**config.mk**
```make
export PLATFORM = sky130hd
export DESIGN_NAME = spi_lcd_rx
export DESIGN_NICKNAME = d
export VERILOG_FILES = /design/src/rtl/spi_lcd_rx.sv
export SDC_FILE = /design/constraint.sdc
export NUM_CORES = 1
export LEC_CHECK = 0
export ABC_AREA = 0
export CAP_MARGIN = 15
export CORE_MARGIN = 1
export CORE_UTILIZATION = 59
export DETAILED_ROUTE_END_ITERATION = 6
export GPL_TIMING_DRIVEN = 0
export PLACE_DENSITY = 0.77
export SYNTH_ARGS = -nofsm -noshare
export SYNTH_HDL_FRONTEND = slang
export SYNTH_SLANG_ARGS = --single-unit
```
**constraint.sdc**
```tcl
create_clock -name i_clk -period 4.6 [get_ports i_clk]
set_input_delay 0.92 -clock i_clk [delete_from_list [all_inputs] [get_ports i_clk]]
set_output_delay 0.92 -clock i_clk [all_outputs]
set_load 0.02 [all_outputs]
```
**src/rtl/spi_lcd_rx.sv**
```systemverilog
// spi_lcd_rx: SPI display receiver decoding CASET/PASET/RAMWR into pixel writes.
// Optional macro LCD_RX_SWRESET_EN makes command 0x01 restore the window and idle the parser.
module spi_lcd_rx #(
    parameter int X_MAX = 239,
    parameter int Y_MAX = 319
) (
    input  logic        i_clk,
    input  logic        i_rst,
    input  logic        i_mosi,
    input  logic        i_dc,
    input  logic        i_cs,
    output logic        o_cmd_valid,
    output logic [7:0]  o_cmd,
    output logic        o_pix_valid,
    output logic [8:0]  o_pix_x,
    output logic [8:0]  o_pix_y,
    output logic [15:0] o_pix_color,
    output logic        o_err
);
    typedef enum logic [2:0] {IDLE, CASET, PASET, RAMWR, SKIP} state_t;

    localparam logic [8:0] XM = 9'(X_MAX);
    localparam logic [8:0] YM = 9'(Y_MAX);

    function automatic logic [8:0] clamp(input logic [15:0] v, input logic [8:0] m);
        return (v > {7'd0, m}) ? m : v[8:0];
    endfunction

    state_t      state_q;
    logic [2:0]  bit_cnt_q;
    logic [6:0]  sr_q;
    logic [2:0]  idx_q;
    logic [7:0]  p0_q, p1_q, p2_q;
    logic [8:0]  xs_q, xe_q, ys_q, ye_q, cx_q, cy_q;
    logic        pend_q;
    logic [7:0]  hi_q;
    logic        cmd_valid_q, pix_valid_q, err_q;
    logic [7:0]  cmd_q;
    logic [8:0]  pix_x_q, pix_y_q;
    logic [15:0] color_q;

    logic       byte_done;
    logic [7:0] byte_w;
    logic [8:0] xe_eff, ye_eff;

    assign byte_done = !i_cs && bit_cnt_q == 3'd7;
    assign byte_w    = {sr_q, i_mosi};
    // An inverted window collapses to a single column/row at the start coordinate.
    assign xe_eff    = (xs_q > xe_q) ? xs_q : xe_q;
    assign ye_eff    = (ys_q > ye_q) ? ys_q : ye_q;

    // Bit assembly, command/parameter parsing and pixel cursor in one registered FSM.
    always_ff @(posedge i_clk) begin
        if (i_rst) begin
            state_q     <= IDLE;
            bit_cnt_q   <= 3'd0;
            sr_q        <= 7'd0;
            idx_q       <= 3'd0;
            p0_q        <= 8'd0;
            p1_q        <= 8'd0;
            p2_q        <= 8'd0;
            xs_q        <= 9'd0;
            xe_q        <= XM;
            ys_q        <= 9'd0;
            ye_q        <= YM;
            cx_q        <= 9'd0;
            cy_q        <= 9'd0;
            pend_q      <= 1'b0;
            hi_q        <= 8'd0;
            cmd_valid_q <= 1'b0;
            pix_valid_q <= 1'b0;
            err_q       <= 1'b0;
            cmd_q       <= 8'd0;
            pix_x_q     <= 9'd0;
            pix_y_q     <= 9'd0;
            color_q     <= 16'd0;
        end else begin
            cmd_valid_q <= 1'b0;
            pix_valid_q <= 1'b0;
            err_q       <= 1'b0;
            if (i_cs) begin
                bit_cnt_q <= 3'd0;
                err_q     <= bit_cnt_q != 3'd0;
            end else begin
                bit_cnt_q <= bit_cnt_q + 3'd1;
                sr_q      <= {sr_q[5:0], i_mosi};
            end
            if (byte_done && !i_dc) begin
                cmd_valid_q <= 1'b1;
                cmd_q       <= byte_w;
                idx_q       <= 3'd0;
                pend_q      <= 1'b0;
                cx_q        <= xs_q;
                cy_q        <= ys_q;
                state_q     <= byte_w == 8'h2A ? CASET :
                               byte_w == 8'h2B ? PASET :
                               byte_w == 8'h2C ? RAMWR : SKIP;
`ifdef LCD_RX_SWRESET_EN
                if (byte_w == 8'h01) begin
                    state_q <= IDLE;
                    xs_q    <= 9'd0;
                    xe_q    <= XM;
                    ys_q    <= 9'd0;
                    ye_q    <= YM;
                end
`endif
            end else if (byte_done) begin
                case (state_q)
                    CASET, PASET: begin
                        if (idx_q != 3'd4) idx_q <= idx_q + 3'd1;
                        case (idx_q)
                            3'd0: p0_q <= byte_w;
                            3'd1: p1_q <= byte_w;
                            3'd2: p2_q <= byte_w;
                            3'd3: begin
                                if (state_q == CASET) begin
                                    xs_q <= clamp({p0_q, p1_q}, XM);
                                    xe_q <= clamp({p2_q, byte_w}, XM);
                                end else begin
                                    ys_q <= clamp({p0_q, p1_q}, YM);
                                    ye_q <= clamp({p2_q, byte_w}, YM);
                                end
                            end
                            default: ;
                        endcase
                    end
                    RAMWR: begin
                        if (!pend_q) begin
                            hi_q   <= byte_w;
                            pend_q <= 1'b1;
                        end else begin
                            pend_q      <= 1'b0;
                            pix_valid_q <= 1'b1;
                            pix_x_q     <= cx_q;
                            pix_y_q     <= cy_q;
                            color_q     <= {hi_q, byte_w};
                            if (cx_q >= xe_eff) begin
                                cx_q <= xs_q;
                                cy_q <= (cy_q >= ye_eff) ? ys_q : cy_q + 9'd1;
                            end else begin
                                cx_q <= cx_q + 9'd1;
                            end
                        end
                    end
                    default: ;
                endcase
            end
        end
    end

    assign o_cmd_valid = cmd_valid_q;
    assign o_cmd       = cmd_q;
    assign o_pix_valid = pix_valid_q;
    assign o_pix_x     = pix_x_q;
    assign o_pix_y     = pix_y_q;
    assign o_pix_color = color_q;
    assign o_err       = err_q;
endmodule

```
run_1/met3.png
Scale bar: 20 µm.
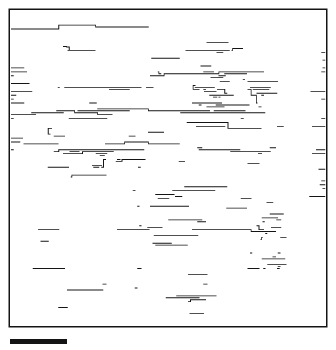
The wires run mostly horizontal. 107 nets have wire on it. The layer holds 5.6% of the routed length. The longest straight run is 29.7 µm.
via count: 6,268
M3 GR Usage: 0.0711

run_1/gate_families.png
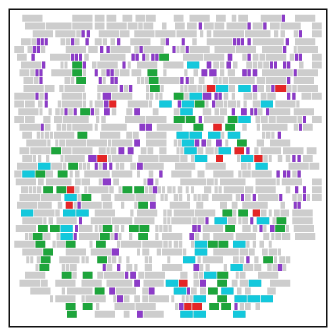
Red shows AND-OR and OR-AND gates, cells 14. Purple shows NAND gates, cells 161, where widely spread. Green shows multiplexers, cells 62. Cyan shows adder and majority cells, cells 46.
fin cells: 1,038
most frequent logic cell in the layout: dfxtp_1
logic share of the area: 0.444

run_1/final_congestion.png
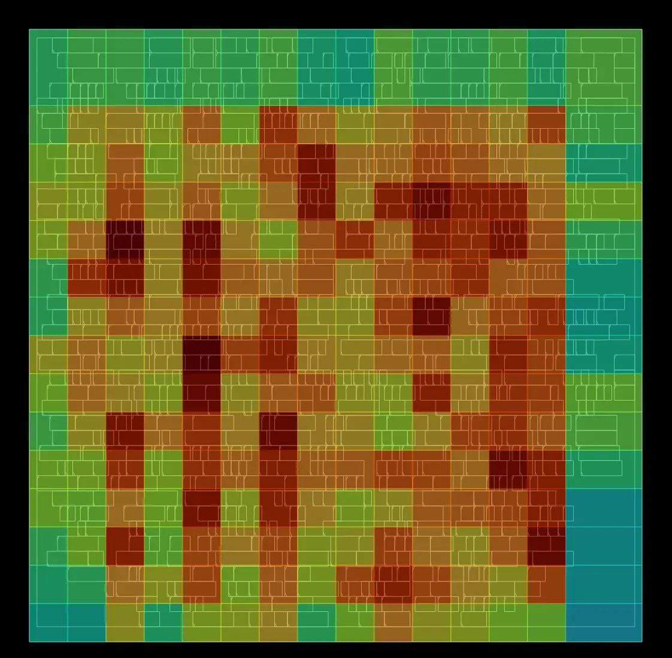
Avg WL per Cell: 18.0 µm
gr usage total: 0.324
met1 Use GR: 0.381
GRT busiest layer: met2
Layout Utilization: 0.717

run_1/met2.png
Cells faint in the background.
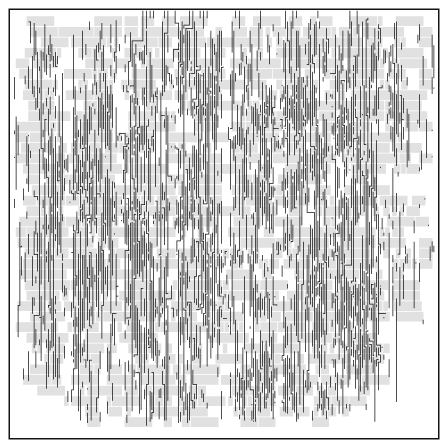
810 nets have wire on it. The layer holds 49% of the routed length. The longest straight run is 51.0 µm.
Routed WL: 18,700 µm
met2 Track Usage GR: 0.550

==> out/qor.yml, run 1 <==
routing:
  wl_met3_um: 1050
  drc: 0
  wl_met2_um: 9180
  top_layer_used: "met4"
  viasPerCell: 6.04
  drt_pre_antenna_iters: 5
  dr.first_iter.drc_count: 484
finish:
  drive_gt1_frac: 0.0525
  final.fill_count: 894
  lay_top_cells: "dfxtp_1 (148), nand2_1 (118), nor2_1 (94)"
  logic_area_um2: 3640
  largest_reg_flops: 16
  stdcell_area_um2: 8190
  nets: 933
  area_growth_pct: 18.3
  ff_latch_area_um2: 2960
  n_antenna_cell: 0
placed_design:
  dp.cells: 1008
  io_buffers: 48
  gp_congestion: 0.885
  place_area_um2: 7580
  pre_cts_ws_ps: -78.2
  hpwl_um: 13300
grt:
  grt_max_degree: 17
  grt_first_pass_wirelength_um: 29500
  overflow: 0
  grt_pass1_vias: 6069
  antenna_found_initial: 0
floorplanning:
  rows: 39
  pin_count: 50
  core_um2: 11400
  die_w_um: 110
  chip_area_um2: 12200
worst_setup_path:
  r2r_cells: 17
  crit_slowest_cell: "o21ai_1"
  start_kind: "register"
  startpoint: "xe_q[4]$_SDFFE_PP0P_"
  ff2ff_setup_slack_ps: 280
  rr_endpoint: "cy_q[7]$_SDFFE_PP0P_"
  path_depth: 17
  cp_data_required_time_ps: 4890
  path_cells: "inv_1, ha_1, nand3_1, o21bai_1, a311oi_1, a211o_1, o31a_2, mux2i_1, ha_1, a21oi_1, o21ai_0, or3_1, clkbuf_1, o21ai_1, or2_2, clkbuf_1, o32ai_1"
  end_kind: "register"
  cp_top_family: "AND-OR/OR-AND gates"
  critPathKind: "register to register"
  crit_buf_inv: 3
  reg2reg_from: "xe_q[4]$_SDFFE_PP0P_"
  crit_fanout: 8
logic_synthesis:
  netlist_instances: 817
  top_area_frac: 0.428
  ff_type: "dfxtp_1"
  ys_area_um2: 6920
  avgSynthCellArea_um2: 8.48
  area_leaders: "dfxtp_1 (43%), mux2i_1 (8.7%), ha_1 (8.3%)"
  ys_cells: 817
  floorplan.nets: 868
  most_common_cell: "dfxtp_1"
  ys_warn_count: 0
  netlist_area_um2: 6920
  edf_count: 0
  ys_ff: 148
  synth.distinct_cells: 52
  async_flop_share: 0
  yosys.area.top_type: "dfxtp_1"
cts:
  cts_tree: "built"
  postCtsResizedCells: 1
  cts_root_buffer: "clkbuf_16"
  cts_sinks: 148
  clockBufferDepth: 2
  htree_levels: 4
  cts_buffers: 17
  clk_pin_slew_worst_paths_ps: 60
  holdBufCountCts: 0
sta:
  drv_slew: 0
  min_period_ps: 4320
  period_used_share: 0.938
  worst_pin_slew_ps: 868
  max_freq_ghz: 0.232
  final.setup.tns_ps: 0
  skew_ps: 11.3
  fin_hold_ws_ps: 450
  final_hold_viol_count: 0
  worst_slack_ps: 285
power:
  leakage_nw: 3.31
  power_density_nw_per_um2: 338
  peakVddDrop_uv: 347
min_path:
  min_from: "o_pix_y[3]$_SDFFE_PP0P_"
  hold_path.class: "register to register"
  holdPathStages: 2
status:
  status: "complete, no violations"
flow_run:
  warning_count: 30
  cap_violations: 0
-- run 1: logic make-up after synthesis --
family	count (synthesis)	share of synthesized area
multiplexers	62	0.0900
adder cells (fa/ha/maj)	46	0.0831
buffers and inverters	86	0.0475
XOR/XNOR	5	0.00632
flip-flops	148	0.428
AND/OR/NAND/NOR	323	0.214
AND-OR/OR-AND	147	0.131
-- run 1: power breakdown --
group	internal (mW)	switching, mW
registers	1.28	0.00173
logic	0.0141	0.0415
clock network	0.880	0.545
total	2.18	0.588
-- run 1: layout make-up --
class,count,share of cell area
Timing Repair Buffer,48,0.0587
Inverter,34,0.0156
Clock inverter,12,0.0189
Clock buffer,20,0.0558
Buffer,50,0.0237
Sequential cell,148,0.362
Tap cell,143,0.0218
Multi-Input combinational cell,583,0.444
--- run 2 (diff from run 1) ---
- CTS_CLUSTER_SIZE: unset -> 20
- clock period: 4.6 -> 4.55 ns (I/O delays scaled with it)
run_2/final_congestion.png
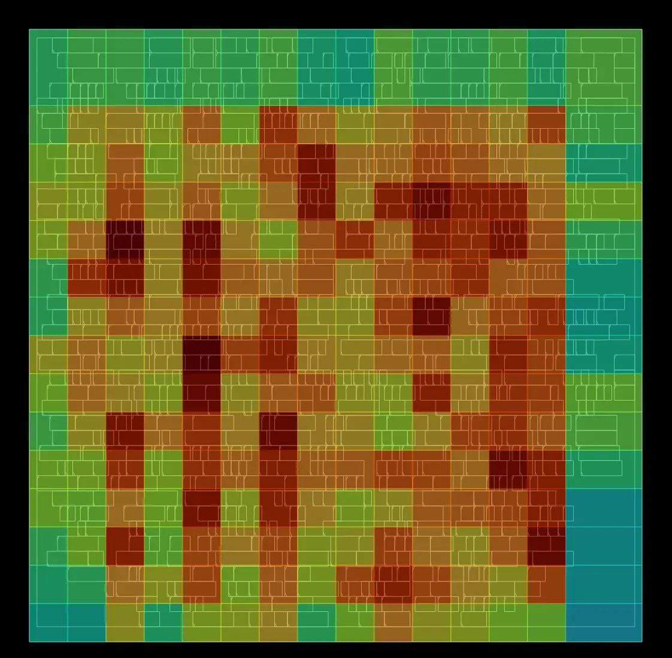

run_2/met3.png
Scale bar: 20 µm.
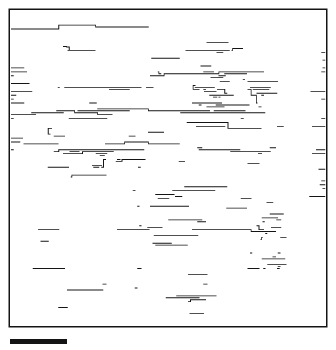

==> run 2 against run 1 <==
Net effect:
- flip-flop count unchanged
- clock power about the same
- count of clock-buffer cells in the layout unchanged
- routed wire length stayed put
- synthesized cell count stayed put
- critical path depth unchanged
- sequential power barely moved
- critical path type unchanged
- largest cell class unchanged
==> out/qor.yml, run 2 <==
sta:
  worst_pin_slew_ps: 868
  skew_ps: 11.3
  min_period_ps: 4320
  fin_hold_ws_ps: 450
cts:
  holdBufCountCts: 0
  cts_root_buffer: "clkbuf_16"
  cts_sinks: 148
  htree_levels: 4
  clk_pin_slew_worst_paths_ps: 60
  cts_tree: "built"
placed_design:
  hpwl_um: 13300
  pre_cts_ws_ps: -128
  io_buffers: 48
flow_run:
  cap_violations: 0
  warning_count: 30
finish:
  nets: 933
  drive_gt1_frac: 0.0525
  n_all_inverters: 34
  signal_buffers: 98
  instances_no_fill: 1038
  clock_area_frac: 0.0747
  sh_seq_area: 0.362
  final_util: 0.717
  flops: 148
  largest_class: "combinational gates"
  comb_area_share: 0.444
  stdcell_area_um2: 8190
  lay_top_cells: "dfxtp_1 (148), nand2_1 (118), nor2_1 (94)"
logic_synthesis:
  synth.distinct_cells: 52
  adder_share: 0.0831
  area_leaders: "dfxtp_1 (43%), mux2i_1 (8.7%), ha_1 (8.3%)"
  netlist_area_um2: 6920
  avgSynthCellArea_um2: 8.48
  ys_cells: 817
  async_flop_share: 0
  ys_ff: 148
  ys_warn_count: 0
  yosys.area_share.simple: 0.214
  xor_share: 0.00632
  synthMuxAreaShare: 0.0900
  top_area_frac: 0.428
floorplanning:
  chip_area_um2: 12200
  nWellTaps: 143
  core_um2: 11400
  die_w_um: 110
min_path:
  holdPathStages: 2
  hold_path.class: "register to register"
grt:
  antenna_found_initial: 0
  use_met3: 0.0711
  overflow: 0
  grt-busiest-layer: "met2"
routing:
  wl_met2_um: 9180
  top_layer_used: "met4"
  drc: 0
status:
  status: "complete, no violations"
worst_setup_path:
  ff2ff_setup_slack_ps: 230
  critPathKind: "register to register"
  start_kind: "register"
  rr_endpoint: "cy_q[7]$_SDFFE_PP0P_"
  path_cells: "inv_1, ha_1, nand3_1, o21bai_1, a311oi_1, a211o_1, o31a_2, mux2i_1, ha_1, a21oi_1, o21ai_0, or3_1, clkbuf_1, o21ai_1, or2_2, clkbuf_1, o32ai_1"
  crit_buf_inv: 3
  crit_slowest_cell: "o21ai_1"
-- run 2: worst max-delay path by stage --
stage | to | slack (ps) | cells past startpoint
2_1_floorplan | cy_q[4]$_SDFFE_PP0P_ | 640 | 16
3_3_place_gp | cy_q[7]$_SDFFE_PP0P_ | -10 | 18
3_5_place_dp | cy_q[7]$_SDFFE_PP0P_ | -130 | 18
4_1_cts | cy_q[7]$_SDFFE_PP0P_ | 30 | 18
5_1_grt | cy_q[7]$_SDFFE_PP0P_ | 10 | 15
6_report | cy_q[7]$_SDFFE_PP0P_ | 230 | 17
-- run 2: repair_timing --
action / CTS / global route
resized: 1 / 3
hold endpoints to repair: 0 / 0
setup endpoints to repair: 9 / 14
-- run 2: where the power goes --
part / switching, mW / internal, mW
clock: 0.551 / 0.889
combinational: 0.0419 / 0.0143
sequential: 0.00175 / 1.30
--- run 3 (diff from run 2) ---
- SLEW_MARGIN: unset -> 20
run_3/final_congestion.png
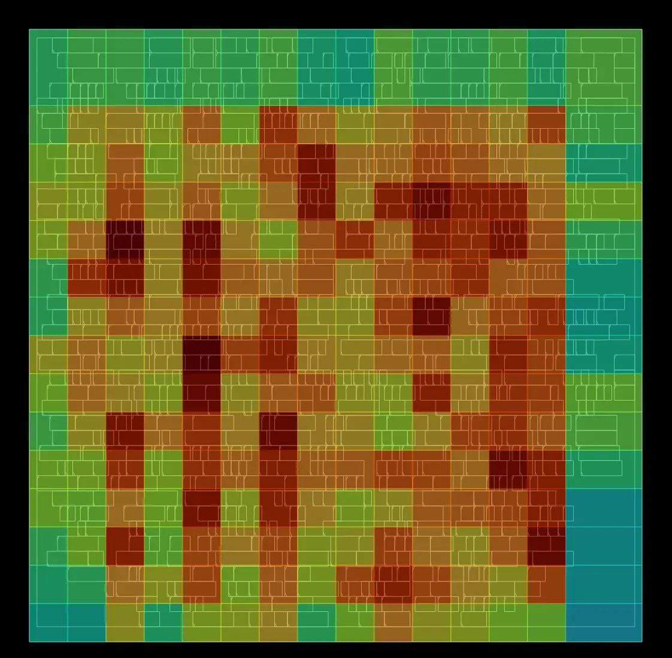

run_3/met3.png
Scale bar: 20 µm.
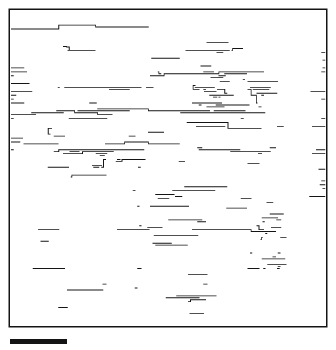

==> run 3 against run 2 <==
Net effect:
- worst setup slack stayed put
- critical path depth stayed put
- synthesized cell count stayed put
- largest cell class unchanged
==> out/qor.yml, run 3 <==
finish:
  n_all_inverters: 34
  lay_top_cells: "dfxtp_1 (148), nand2_1 (118), nor2_1 (94)"
  flops: 148
  largest_class: "combinational gates"
  ff_latch_area_um2: 2960
  signal_buffers: 98
  layout_top_cell: "dfxtp_1"
  area_growth_pct: 18.3
  logic_area_um2: 3640
  clockBufferCount: 20
  comb_area_share: 0.444
  sh_seq_area: 0.362
  final.fill_count: 894
  clock_area_frac: 0.0747
grt:
  track_usage: 0.324
  grt_pass1_vias: 6069
  overflow: 0
  grt_first_pass_wirelength_um: 29500
  antenna_found_initial: 0
logic_synthesis:
  async_flop_share: 0
  ys_cells: 817
  netlist_instances: 817
  compound_area_frac: 0.131
  most_common_cell: "dfxtp_1"
  area_leaders: "dfxtp_1 (43%), mux2i_1 (8.7%), ha_1 (8.3%)"
  avgSynthCellArea_um2: 8.48
  ys_ff: 148
  synth.logic.top_family: "simple AND/OR/NAND/NOR gates"
  ff_type: "dfxtp_1"
  floorplan.nets: 868
  yosys.area.top_type: "dfxtp_1"
  synth.distinct_cells: 52
  ys_area_um2: 6920
  ys_warn_count: 0
  xor_share: 0.00632
  yosys.area_share.simple: 0.214
  netlist_area_um2: 6920
  top_area_frac: 0.428
  synthMuxAreaShare: 0.0900
  edf_count: 0
sta:
  min_period_ps: 4320
  fin_hold_ws_ps: 450
  max_freq_ghz: 0.232
  final_hold_viol_count: 0
  worst_pin_slew_ps: 868
  skew_ps: 11.3
  drv_slew: 0
  period_used_share: 0.948
min_path:
  hold_path.class: "register to register"
  holdPathStages: 2
  min_from: "o_pix_y[3]$_SDFFE_PP0P_"
worst_setup_path:
  end_kind: "register"
  crit_buf_inv: 3
  rr_endpoint: "cy_q[7]$_SDFFE_PP0P_"
  cp_data_required_time_ps: 4840
  crit_slowest_cell: "o21ai_1"
  path_cells: "inv_1, ha_1, nand3_1, o21bai_1, a311oi_1, a211o_1, o31a_2, mux2i_1, ha_1, a21oi_1, o21ai_0, or3_1, clkbuf_1, o21ai_1, or2_2, clkbuf_1, o32ai_1"
  path_depth: 17
  start_kind: "register"
  ff2ff_setup_slack_ps: 230
  startpoint: "xe_q[4]$_SDFFE_PP0P_"
  crit_fanout: 8
  r2r_cells: 17
  cp_top_family: "AND-OR/OR-AND gates"
  endpoint: "cy_q[7]$_SDFFE_PP0P_"
  reg2reg_from: "xe_q[4]$_SDFFE_PP0P_"
floorplanning:
  core_um2: 11400
  nWellTaps: 143
  chip_area_um2: 12200
  pin_count: 50
  die_w_um: 110
  rows: 39
power:
  power-top-group: "clock"
  intPower_mw: 2.20
  powerSeq_mw: 1.30
  power_frac_seq: 0.465
  peakVddDrop_uv: 351
  pg_clk_mw: 1.44
  switching_share: 0.213
  power.switching_uw: 594
  power_density_nw_per_um2: 341
  power_frac_comb: 0.020
  leakage_nw: 3.31
  powerComb_uw: 56.2
  power_frac_clock: 0.515
cts:
  cts_buffers: 17
  htree_levels: 4
  clk_pin_slew_worst_paths_ps: 60
  clockBufferDepth: 2
  cts_tree: "built"
  holdBufCountCts: 0
placed_design:
  gp_congestion: 0.885
  hpwl_um: 13300
  io_buffers: 48
routing:
  dr.first_iter.drc_count: 484
  wire_per_inst_um: 18.0
  wirelength_um: 18700
  num_vias: 6268
flow_run:
  warning_count: 30
  cap_violations: 0
status:
  status: "complete, no violations"
==> run 3: cell counts after synthesis <==
Identical to the previous run, type by type.
==> run 3: repair_timing <==
action                                  in CTS  in global routing
gates resized                                1                  3
endpoints found under the setup margin       9                 14
endpoints found under the hold margin        0                  0
cloned                                       0                  0
==> run 3: per-layer routing <==
metal  up-vias  track usage  part of all wire
met5         -            0                 0
met3        53       0.0711             0.056
met4         0        0.173             0.029
li1       2967            -                 -
met1      2998        0.381              0.42
met2       250        0.550              0.49
==> run 3: stage by stage <==
step	std cells	util	instance area, µm²	TNS, ps	setup slack, ps
after floorplan	817	-	6920	0	639
after global placement	1008	0.664	7580	-16.2	-14.2
after detailed placement	1008	0.664	7580	-897	-128
after CTS	1040	0.718	8200	0	26.6
after global routing	1038	0.717	8190	0	12.3
final	1038	0.717	8190	0	235
Power figures rest on the tool's default switching activity, not on a simulated workload.
